--- config.mk ---
export PLATFORM = sky130hd
export DESIGN_NAME = ah_write_top_flat
export DESIGN_NICKNAME = d
export VERILOG_FILES = /design/src/rtl/ah_write_if.sv /design/src/rtl/ah_write_top.sv /design/src/flat_wrapper.sv
export SDC_FILE = /design/constraint.sdc
export NUM_CORES = 1
export LEC_CHECK = 0
export CAP_MARGIN = 0
export CORE_MARGIN = 2
export CORE_UTILIZATION = 44
export DETAILED_ROUTE_END_ITERATION = 7
export HOLD_SLACK_MARGIN = 0.12
export PLACE_DENSITY = 0.85
export SETUP_SLACK_MARGIN = 0.5
export SLEW_MARGIN = 30
export SYNTH_ARGS = -nofsm -noshare
export SYNTH_HDL_FRONTEND = slang
export SYNTH_SLANG_ARGS = --single-unit
--- constraint.sdc ---
create_clock -name clock -period 4.05 [get_ports clock]
set_input_delay 1.0125 -clock clock [delete_from_list [all_inputs] [get_ports clock]]
set_output_delay 1.0125 -clock clock [all_outputs]
set_load 0.01 [all_outputs]
--- src/rtl/ah_write_if.sv ---
// NIOS-side and write-master-side signals of the write path, bundled.
// master = the ah_write_top view, slave = the surrounding NIOS/write-master view.
interface ah_write_if #(
  parameter int ADDR_W = 25,
  parameter int DATA_W = 32,
  parameter int CNT_W  = 23
);
  logic [31:0]       write_addr;
  logic [31:0]       size;
  logic              write_en;
  logic [DATA_W-1:0] data_in;
  logic              data_valid;
  logic              data_ready;
  logic              write_done;
  logic              write_err;
  logic              busy;
  logic [CNT_W-1:0]  words_left;
  logic              control_fixed_location;
  logic [ADDR_W-1:0] control_write_base;
  logic [ADDR_W-1:0] control_write_length;
  logic              control_go;
  logic              control_done;
  logic              user_write_buffer;
  logic [DATA_W-1:0] user_buffer_data;
  logic              user_buffer_full;

  modport master (
    input  write_addr, size, write_en, data_in, data_valid,
           control_done, user_buffer_full,
    output data_ready, write_done, write_err, busy, words_left,
           control_fixed_location, control_write_base, control_write_length,
           control_go, user_write_buffer, user_buffer_data
  );

  modport slave (
    output write_addr, size, write_en, data_in, data_valid,
           control_done, user_buffer_full,
    input  data_ready, write_done, write_err, busy, words_left,
           control_fixed_location, control_write_base, control_write_length,
           control_go, user_write_buffer, user_buffer_data
  );
endinterface

--- src/rtl/ah_write_top.sv ---
// NIOS -> Avalon write-master bridge: validates a start request, programs the
// master, streams words through a one-entry output register, reports completion.
module ah_write_top #(
  parameter int ADDR_W = 25,
  parameter int DATA_W = 32,
  parameter int CNT_W  = 23
) (
  input  logic        clock,
  input  logic        reset,
  ah_write_if.master  bus,
  output logic [2:0]  dbg_state
);

  // Handshake: a word moves from NIOS when data_valid & data_ready in the same
  // cycle; a word moves to the master FIFO when user_write_buffer is high.
  typedef enum logic [2:0] {
    IDLE      = 3'd0,
    START     = 3'd1,
    STREAM    = 3'd2,
    WAIT_DONE = 3'd3,
    DONE      = 3'd4
  } state_t;

  state_t            state, state_nxt;
  logic              ovalid;
  logic [DATA_W-1:0] odata;
  logic [CNT_W-1:0]  words_left_q;
  logic [ADDR_W-1:0] base_q, len_q;
  logic              busy_q, err_q;
  logic              start_ok, ready, push, accept;
  logic              unused_addr_hi;

  // Only aligned, non-zero lengths that fit the master's length port are legal.
  assign start_ok = (bus.size != 32'd0) && (bus.size[1:0] == 2'b00) &&
                    (bus.write_addr[1:0] == 2'b00) &&
                    (bus.size[31:ADDR_W] == '0);
  assign unused_addr_hi = ^bus.write_addr[31:ADDR_W];

  assign push   = ovalid && !bus.user_buffer_full;
  assign ready  = (state == STREAM) && (words_left_q != '0) &&
                  (!ovalid || !bus.user_buffer_full);
  assign accept = bus.data_valid && ready;

  always_comb begin
    state_nxt = state;
    case (state)
      IDLE:      if (bus.write_en && start_ok) state_nxt = START;
      START:     state_nxt = STREAM;
      STREAM:    if ((words_left_q == '0) && !ovalid) state_nxt = WAIT_DONE;
      WAIT_DONE: if (bus.control_done) state_nxt = DONE;
      DONE:      state_nxt = IDLE;
      default:   state_nxt = IDLE;
    endcase
  end

  always_ff @(posedge clock) begin
    if (reset) begin
      state        <= IDLE;
      ovalid       <= 1'b0;
      odata        <= '0;
      words_left_q <= '0;
      base_q       <= '0;
      len_q        <= '0;
      busy_q       <= 1'b0;
      err_q        <= 1'b0;
    end else begin
      state <= state_nxt;
      err_q <= (state == IDLE) && bus.write_en && !start_ok;
      if ((state == IDLE) && bus.write_en && start_ok) begin
        base_q       <= bus.write_addr[ADDR_W-1:0];
        len_q        <= bus.size[ADDR_W-1:0];
        words_left_q <= bus.size[ADDR_W-1:2];
        busy_q       <= 1'b1;
      end else if (accept) begin
        words_left_q <= words_left_q - 1'b1;
      end
      if (state == DONE) busy_q <= 1'b0;
      // Accept wins over push so a simultaneous refill keeps the register full.
      if (accept) begin
        odata  <= bus.data_in;
        ovalid <= 1'b1;
      end else if (push) begin
        ovalid <= 1'b0;
      end
    end
  end

  assign bus.data_ready             = ready;
  assign bus.write_done             = (state == DONE);
  assign bus.write_err              = err_q;
  assign bus.busy                   = busy_q;
  assign bus.words_left             = words_left_q;
  assign bus.control_fixed_location = 1'b0;
  assign bus.control_write_base     = base_q;
  assign bus.control_write_length   = len_q;
  assign bus.control_go             = (state == START);
  assign bus.user_write_buffer      = push;
  assign bus.user_buffer_data       = odata;
  assign dbg_state                  = state;

endmodule

--- src/flat_wrapper.sv ---
// flat-port wrapper written by rule: the top's interface ports become plain ports
module ah_write_top_flat 
#(
  parameter int ADDR_W = 25,
  parameter int DATA_W = 32,
  parameter int CNT_W  = 23
)
  (clock, reset, dbg_state, bus_write_addr, bus_size, bus_write_en, bus_data_in, bus_data_valid, bus_control_done, bus_user_buffer_full, bus_data_ready, bus_write_done, bus_write_err, bus_busy, bus_words_left, bus_control_fixed_location, bus_control_write_base, bus_control_write_length, bus_control_go, bus_user_write_buffer, bus_user_buffer_data);
  ah_write_if #(.ADDR_W(ADDR_W), .DATA_W(DATA_W), .CNT_W(CNT_W)) bus_i ();
  input  logic clock;
  input  logic reset;
  output logic [2:0] dbg_state;
  input wire logic [$bits(bus_i.write_addr)-1:0] bus_write_addr;
  input wire logic [$bits(bus_i.size)-1:0] bus_size;
  input wire logic [$bits(bus_i.write_en)-1:0] bus_write_en;
  input wire logic [$bits(bus_i.data_in)-1:0] bus_data_in;
  input wire logic [$bits(bus_i.data_valid)-1:0] bus_data_valid;
  input wire logic [$bits(bus_i.control_done)-1:0] bus_control_done;
  input wire logic [$bits(bus_i.user_buffer_full)-1:0] bus_user_buffer_full;
  output wire logic [$bits(bus_i.data_ready)-1:0] bus_data_ready;
  output wire logic [$bits(bus_i.write_done)-1:0] bus_write_done;
  output wire logic [$bits(bus_i.write_err)-1:0] bus_write_err;
  output wire logic [$bits(bus_i.busy)-1:0] bus_busy;
  output wire logic [$bits(bus_i.words_left)-1:0] bus_words_left;
  output wire logic [$bits(bus_i.control_fixed_location)-1:0] bus_control_fixed_location;
  output wire logic [$bits(bus_i.control_write_base)-1:0] bus_control_write_base;
  output wire logic [$bits(bus_i.control_write_length)-1:0] bus_control_write_length;
  output wire logic [$bits(bus_i.control_go)-1:0] bus_control_go;
  output wire logic [$bits(bus_i.user_write_buffer)-1:0] bus_user_write_buffer;
  output wire logic [$bits(bus_i.user_buffer_data)-1:0] bus_user_buffer_data;
  assign bus_i.write_addr = bus_write_addr;
  assign bus_i.size = bus_size;
  assign bus_i.write_en = bus_write_en;
  assign bus_i.data_in = bus_data_in;
  assign bus_i.data_valid = bus_data_valid;
  assign bus_i.control_done = bus_control_done;
  assign bus_i.user_buffer_full = bus_user_buffer_full;
  assign bus_data_ready = bus_i.data_ready;
  assign bus_write_done = bus_i.write_done;
  assign bus_write_err = bus_i.write_err;
  assign bus_busy = bus_i.busy;
  assign bus_words_left = bus_i.words_left;
  assign bus_control_fixed_location = bus_i.control_fixed_location;
  assign bus_control_write_base = bus_i.control_write_base;
  assign bus_control_write_length = bus_i.control_write_length;
  assign bus_control_go = bus_i.control_go;
  assign bus_user_write_buffer = bus_i.user_write_buffer;
  assign bus_user_buffer_data = bus_i.user_buffer_data;
  ah_write_top #(.ADDR_W(ADDR_W), .DATA_W(DATA_W), .CNT_W(CNT_W)) u_core (.clock(clock), .reset(reset), .bus(bus_i), .dbg_state(dbg_state));
endmodule
==> flow_metrics.env, run 1 <==
# flow metrics
export IMPL_status="finished, final reports clean"
export IMPL_cts_setup_buffers=1
export IMPL_async_flop_share=0
export IMPL_drc=0
export IMPL_clk_share=0.03516
export IMPL_logic_gates=405
export IMPL_yosys_area_share_adder=0.005508
export IMPL_yosys_area_top_type_share=0.4891
export IMPL_row_count=37
export IMPL_cp_required_ns=3.04
export IMPL_cts_hold_buf=0
export IMPL_combPwrFrac=0.074
export IMPL_buffer_area_frac=0.3144
export IMPL_period_minus_slack_ns=3.350
export IMPL_ys_sh_mux=0.004957
export IMPL_reg2reg_depth=7
export IMPL_dp_final_hpwl_mm=10.37
export IMPL_place_area_sq_um=6716
export IMPL_largest_area_cell="dfxtp_1"
export IMPL_area_dominant_class="flip-flops and latches"
export IMPL_period_used=0.8270
export IMPL_finalClockSkew_ns=0.01201
export IMPL_clkSlewWorstSetupHoldPaths_ns=0.11
export IMPL_common_cells="nand2_1, dfxtp_1, a21oi_1"
export IMPL_hold_path_end="u_core.bus.control_write_length[22]$_SDFFE_PP0P_"
export IMPL_worstReg2RegEnd="u_core.bus.user_buffer_data[16]$_SDFFE_PP0P_"
export IMPL_grt_max_degree=93
export IMPL_finish_instance_area_sq_um=6975
export IMPL_met2_length_mm=7.011
export IMPL_ys_chip_area_sq_um=4543
export IMPL_drt_wl_total_mm=14.15
export IMPL_gp_congestion=0.8613
export IMPL_m1WireLength_mm=5.540
export IMPL_ios=217
export IMPL_ys_seq_share=0.4891
export IMPL_hold_slack_ns=0.4544
export IMPL_overflow=0
export IMPL_crit_type="register to output port"
export IMPL_maxPowerGroup="registers"
export IMPL_fp_dieArea_sq_um=11150
export IMPL_nClkBuffers=11
export IMPL_fp_utilization=0.4461
export IMPL_relSlewSlack=0.3624
export IMPL_placement_io_buffers=208
export IMPL_clockPowerShare=0.389
export IMPL_cts_sink_count=111
export IMPL_seq_cells=111
export IMPL_tightest_slew_ns=0.9563
export IMPL_grt_pass1_wl_mm=22.72
export IMPL_fp_coreArea_sq_um=10180
export IMPL_place_inst=881
export IMPL_cp_slowest_cell="or4_4"
export IMPL_syn_instance_count=569
export IMPL_peakVddDrop_mv=0.2114
export IMPL_cts_tree="done"
export IMPL_grt_pass1_vias=4752
export IMPL_nNonClkInverters=10
export IMPL_drive_above_1_share=0.05512
export IMPL_arrival_ns=2.34
export IMPL_drt_first_iter_violations=312
export IMPL_crit_path_cell_trace="or4_1 -> or4_4 -> nor2_2 -> nor4_1 -> dlygate4sd2_1"
export IMPL_cts_buffer_depth=2
export IMPL_nFillCells=831
export IMPL_routed_top_layer="met4"
export IMPL_pre_cts_slack_ns=0.4896
export IMPL_setup_slack_ns=0.7005
export IMPL_tns_ns=0
export IMPL_compound_area_frac=0.1831
export IMPL_yosysCellCount=569
export IMPL_hold_class="register to register"
export IMPL_p_per_area_nw_per_um2=293.2
export IMPL_antenna_found_initial=0
export IMPL_antenna_left=0
export IMPL_hold_depth=2
export IMPL_grtUsageMet2=0.4300
export IMPL_vias_per_cell=5.396
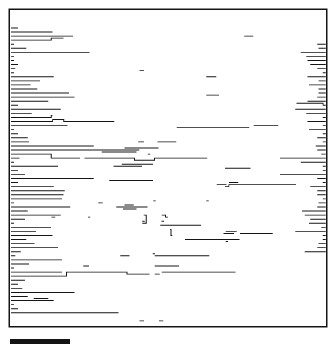
Fig. 1. M3 wires (run 1).
Scale bar: 20 um.
- wire length on this layer: 1330 um
- nets with wire on the layer: 152

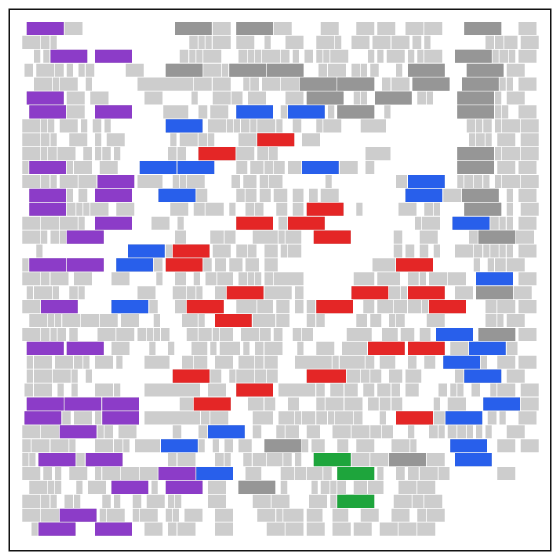
Fig. 2. Register map, names as in the netlist (run 1).
Other sequential cells in the stronger grey, the rest of the logic in the fainter grey.
- green: `u_core.dbg_state` (sequential cells 3)
- blue: `u_core.bus.control_write_length` (sequential cells 25)
- purple: `u_core.bus.user_buffer_data` (sequential cells 32; where a vertical strip on the left)
- red: `u_core.bus.words_left` (sequential cells 23)
- not coloured: 28
Register Area: 2223 sq um
seq pwr: 1.10 mW
post-layout util: 0.6849
Seq/total area: 0.3187

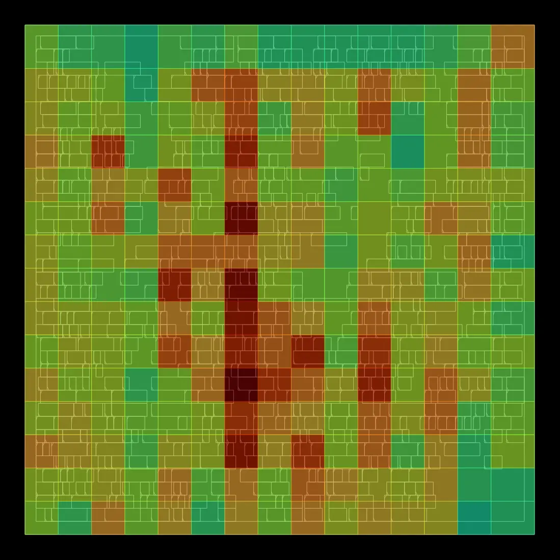
Fig. 3. Routing congestion map (run 1).
GRT Overall Usage: 0.2505
grt peak-use layer: met2
WL/cell: 15.76 um

Fig. 4: run 1, metal 2
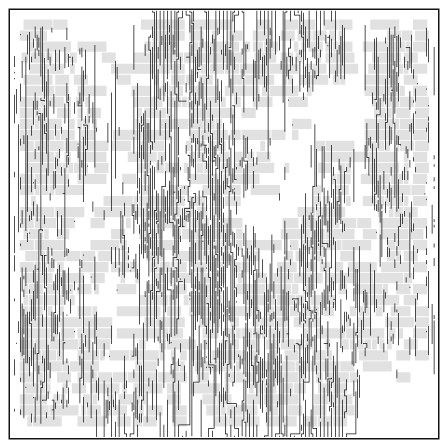

--- run 2 (diff from run 1) ---
--- a/config.mk
+++ b/config.mk
@@ -7,10 +7,10 @@
 export LEC_CHECK = 0
 export CAP_MARGIN = 0
 export CORE_MARGIN = 2
-export CORE_UTILIZATION = 44
+export CORE_UTILIZATION = 37
 export DETAILED_ROUTE_END_ITERATION = 7
 export HOLD_SLACK_MARGIN = 0.12
-export PLACE_DENSITY = 0.85
+export PLACE_DENSITY = 0.76
 export SETUP_SLACK_MARGIN = 0.5
 export SLEW_MARGIN = 30
 export SYNTH_ARGS = -nofsm -noshare
==> constraint.sdc (replaced) <==
create_clock -name clock -period 2.8 [get_ports clock]
set_input_delay 0.7 -clock clock [delete_from_list [all_inputs] [get_ports clock]]
set_output_delay 0.7 -clock clock [all_outputs]
set_load 0.01 [all_outputs]
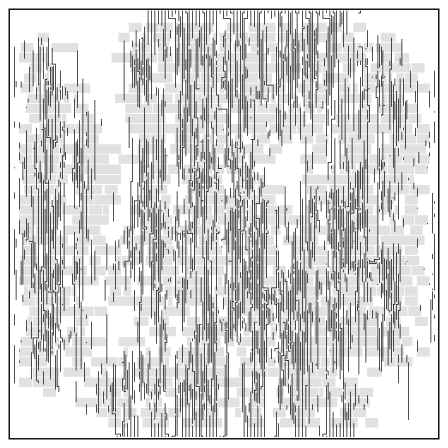
Fig. 5. Metal 2 (run 2).
- main direction: vertical
- nets with wire on the layer: 853
- longest straight run: 59.5 um
via total after detailed routing: 5401
WL final: 17.70 mm
met2 GRT Util: 0.4387

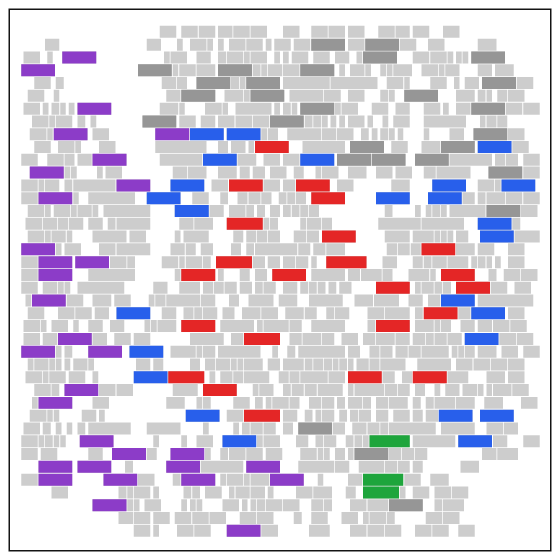
Fig. 6. Register map, names as in the netlist (run 2).
Other sequential cells in the stronger grey, the rest of the logic in the fainter grey.
- purple: `u_core.bus.user_buffer_data` (sequential cells 32)
- green: `u_core.dbg_state` (sequential cells 3)
- blue: `u_core.bus.control_write_length` (sequential cells 25)
- red: `u_core.bus.words_left` (sequential cells 23)

==> run 2 against run 1 <==
  * Flip-flop count did not move
  * Synthesized cell count did not move
  * Die area rose by 18%
  * Largest power group unchanged
==> flow_metrics.env, run 2 <==
# flow metrics
export IMPL_status="finished, final reports clean"
export IMPL_hold_slack_ns=0.4517
export IMPL_place_inst=921
export IMPL_wl_per_cell_um=17.99
export IMPL_cts_hold_buf=0
export IMPL_area_dominant_class="non-clock buffers"
export IMPL_ios=217
export IMPL_peakVddDrop_mv=0.4334
export IMPL_row_count=40
export IMPL_grtUsageTotal=0.2563
export IMPL_clkSlewWorstSetupHoldPaths_ns=0.07
export IMPL_crit_buf_inv=1
export IMPL_fp_coreArea_sq_um=12010
export IMPL_power_share_sequential=0.500
export IMPL_cp_required_ns=2.10
export IMPL_reg2reg_depth=10
export IMPL_tns_ns=0
export IMPL_drt_first_iter_violations=401
export IMPL_arrival_ns=2.08
export IMPL_finish_instance_area_sq_um=8579
export IMPL_placement_io_buffers=208
export IMPL_ys_seq_share=0.4891
export IMPL_logic_gates=405
export IMPL_nNonClkInverters=10
export IMPL_critPathLaunch="u_core.bus.words_left[17]$_SDFFE_PP0P_"
export IMPL_yosys_area_share_adder=0.005508
export IMPL_fp_utilization=0.3782
export IMPL_worstReg2RegEnd="u_core.bus.words_left[6]$_SDFFE_PP0P_"
export IMPL_antennaDiodeCount=0
export IMPL_vias_per_cell=5.489
export IMPL_overflow=0
export IMPL_gp_congestion=0.8205
export IMPL_p_seq_mw=1.59
export IMPL_ys_chip_area_sq_um=4543
export IMPL_tightest_slew_ns=0.9048
export IMPL_clock_latency_ns=0.36
export IMPL_grt_pass1_wl_mm=26.43
export IMPL_drc=0
export IMPL_met2_length_mm=8.963
export IMPL_cts_tree="done"
export IMPL_common_cells="nand2_1, dfxtp_1, a21oi_1"
export IMPL_crit_path_end_kind="output port"
export IMPL_async_flop_share=0
export IMPL_cts_sink_count=111
export IMPL_worstSetupStartpointType="register"
export IMPL_yosys_area_top_type_share=0.4891
export IMPL_grt_pass1_vias=5253
export IMPL_crit_path_cell_trace="or4_1 -> or4_4 -> nor2_4 -> nor4_4 -> buf_2"
export IMPL_place_area_sq_um=7069
export IMPL_busiest_layer="met2"
export IMPL_hold_class="register to register"
export IMPL_m1WireLength_mm=6.694
export IMPL_p_per_area_nw_per_um2=370.7
export IMPL_nFillCells=866
export IMPL_pre_cts_slack_ns=-0.1684
export IMPL_cts_buffer_depth=2
export IMPL_syn_cell_area_sq_um=4543
export IMPL_period_used=0.9922
export IMPL_setup_slack_ns=0.02193
export IMPL_seq_share=0.2612
export IMPL_seq_cells=111
export IMPL_fp_dieArea_sq_um=13180
export IMPL_dp_final_hpwl_mm=11.15
export IMPL_grt_max_degree=65
export IMPL_routed_top_layer="met4"
export IMPL_combPwrFrac=0.077
export IMPL_ys_sh_mux=0.004957
export IMPL_largest_area_cell="dfxtp_1"
export IMPL_hold_depth=2
export IMPL_final_seq_area_sq_um=2241
export IMPL_endpoint="bus_data_ready"
export IMPL_antenna_left=0
export IMPL_yosysCellCount=569
export IMPL_nClkBuffers=12
export IMPL_compound_area_frac=0.1831
export IMPL_relSlewSlack=0.3968
export IMPL_antenna_found_initial=0
export IMPL_ys_warn_count=0
export IMPL_finalClockSkew_ns=0.009029
export IMPL_buffer_area_frac=0.3720
export IMPL_clockPowerShare=0.423
export IMPL_syn_instance_count=569
export IMPL_die_w_um=114.8
export IMPL_maxPowerGroup="registers"
Fig. 7: run 2, routing congestion map
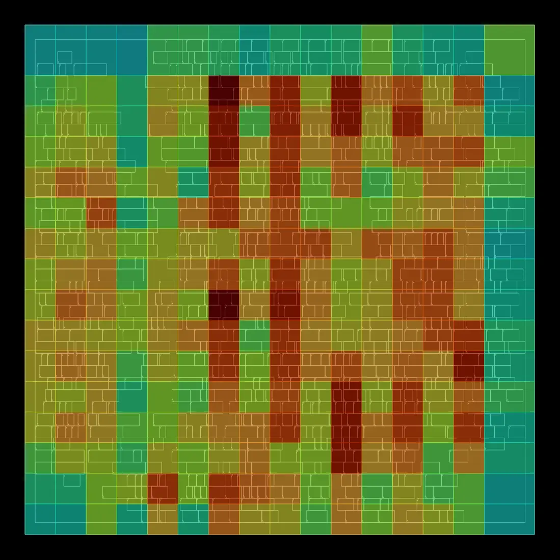

--- run 3 (diff from run 2) ---
--- a/config.mk
+++ b/config.mk
@@ -8,8 +8,10 @@
 export CAP_MARGIN = 0
 export CORE_MARGIN = 2
 export CORE_UTILIZATION = 37
+export CTS_CLUSTER_DIAMETER = 100
 export DETAILED_ROUTE_END_ITERATION = 7
 export HOLD_SLACK_MARGIN = 0.12
+export MAX_ROUTING_LAYER = met4
 export PLACE_DENSITY = 0.76
 export SETUP_SLACK_MARGIN = 0.5
 export SLEW_MARGIN = 30
==> constraint.sdc (replaced) <==
create_clock -name clock -period 2.3 [get_ports clock]
set_input_delay 0.575 -clock clock [delete_from_list [all_inputs] [get_ports clock]]
set_output_delay 0.575 -clock clock [all_outputs]
set_load 0.01 [all_outputs]
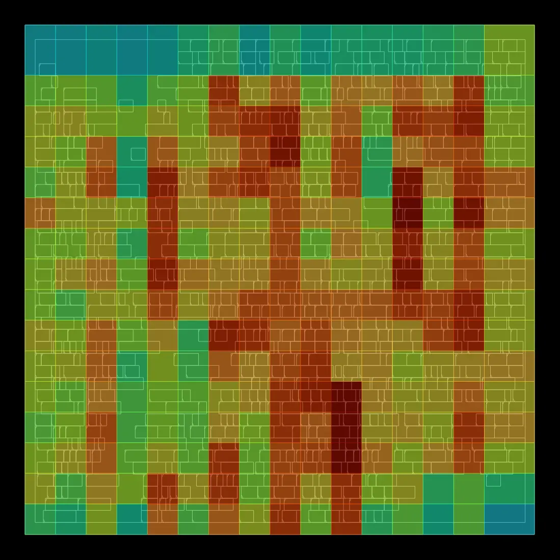
Fig. 8. Routing congestion map (run 3).
met3 Use GR: 0.06220
post-layout util: 0.7261
GR Util met1: 0.2886

==> run 3 against run 2 <==
  * Critical endpoint unchanged
  * Sequential share of layout area is 0.43 points lower
  * Power is 23% higher
  * Critical path depth unchanged
  * Hold slack improved by 0.0011 ns
  * The flow now finishes with violations (setup timing)
  * Flip-flop count unchanged
==> flow_metrics.env, run 3 <==
# flow metrics
export IMPL_relSlewSlack=0.4548
export IMPL_crit_path_end_kind="output port"
export IMPL_drc=0
export IMPL_yosys_area_share_adder=0.005508
export IMPL_maxPowerGroup="registers"
export IMPL_power_share_sequential=0.492
export IMPL_fp_utilization=0.3782
export IMPL_period_minus_slack_ns=2.669
export IMPL_m1WireLength_mm=7.080
export IMPL_die_w_um=114.8
export IMPL_grt_pass1_vias=5434
export IMPL_ys_sh_mux=0.004957
export IMPL_cts_tree="done"
export IMPL_yosys_area_top_type_share=0.4891
export IMPL_cts_buffer_depth=2
export IMPL_hold_depth=2
export IMPL_cts_sink_count=111
export IMPL_met2_length_mm=9.615
export IMPL_violations="setup timing"
export IMPL_place_inst=957
export IMPL_clkSlewWorstSetupHoldPaths_ns=0.07
export IMPL_seq_share=0.2569
export IMPL_row_count=40
export IMPL_pre_cts_slack_ns=-0.4252
export IMPL_seq_cells=111
export IMPL_overflow=0
export IMPL_dp_final_hpwl_mm=11.52
export IMPL_fp_dieArea_sq_um=13180
export IMPL_cp_slowest_cell="or4_4"
export IMPL_nFillCells=869
export IMPL_ys_chip_area_sq_um=4543
export IMPL_crit_buf_inv=1
export IMPL_common_cells="nand2_1, dfxtp_1, a21oi_1"
export IMPL_worstSetupStartpointType="register"
export IMPL_place_area_sq_um=7305
export IMPL_worstReg2RegEnd="u_core.bus.words_left[2]$_SDFFE_PP0P_"
export IMPL_fp_coreArea_sq_um=12010
export IMPL_finalSetupViolCount=57
export IMPL_status="finished, violations left"
export IMPL_area_dominant_class="non-clock buffers"
export IMPL_cts_hold_buf=0
export IMPL_syn_instance_count=569
export IMPL_drt_first_iter_violations=401
export IMPL_finish_instance_area_sq_um=8722
export IMPL_endpoint="bus_data_ready"
export IMPL_clockPowerShare=0.427
export IMPL_buffer_area_frac=0.3591
export IMPL_wl_per_cell_um=18.59
export IMPL_routed_top_layer="met4"
export IMPL_setup_slack_ns=-0.3689
export IMPL_clock_latency_ns=0.36
export IMPL_compound_area_frac=0.1831
export IMPL_drive_above_1_share=0.3384
export IMPL_syn_cell_area_sq_um=4543
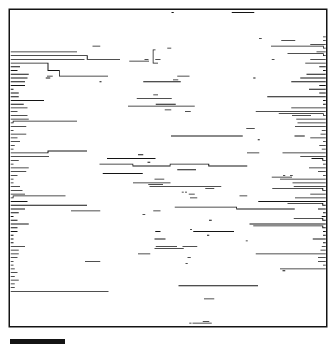
Fig. 9. M3 wires (run 3).
Scale bar: 20 um.
- nets with wire on the layer: 172
- main direction: horizontal
- share of all routed wire: 7.5%
via total after detailed routing: 5490
WL final: 18.81 mm

Power is estimated from default activity; no workload was simulated.
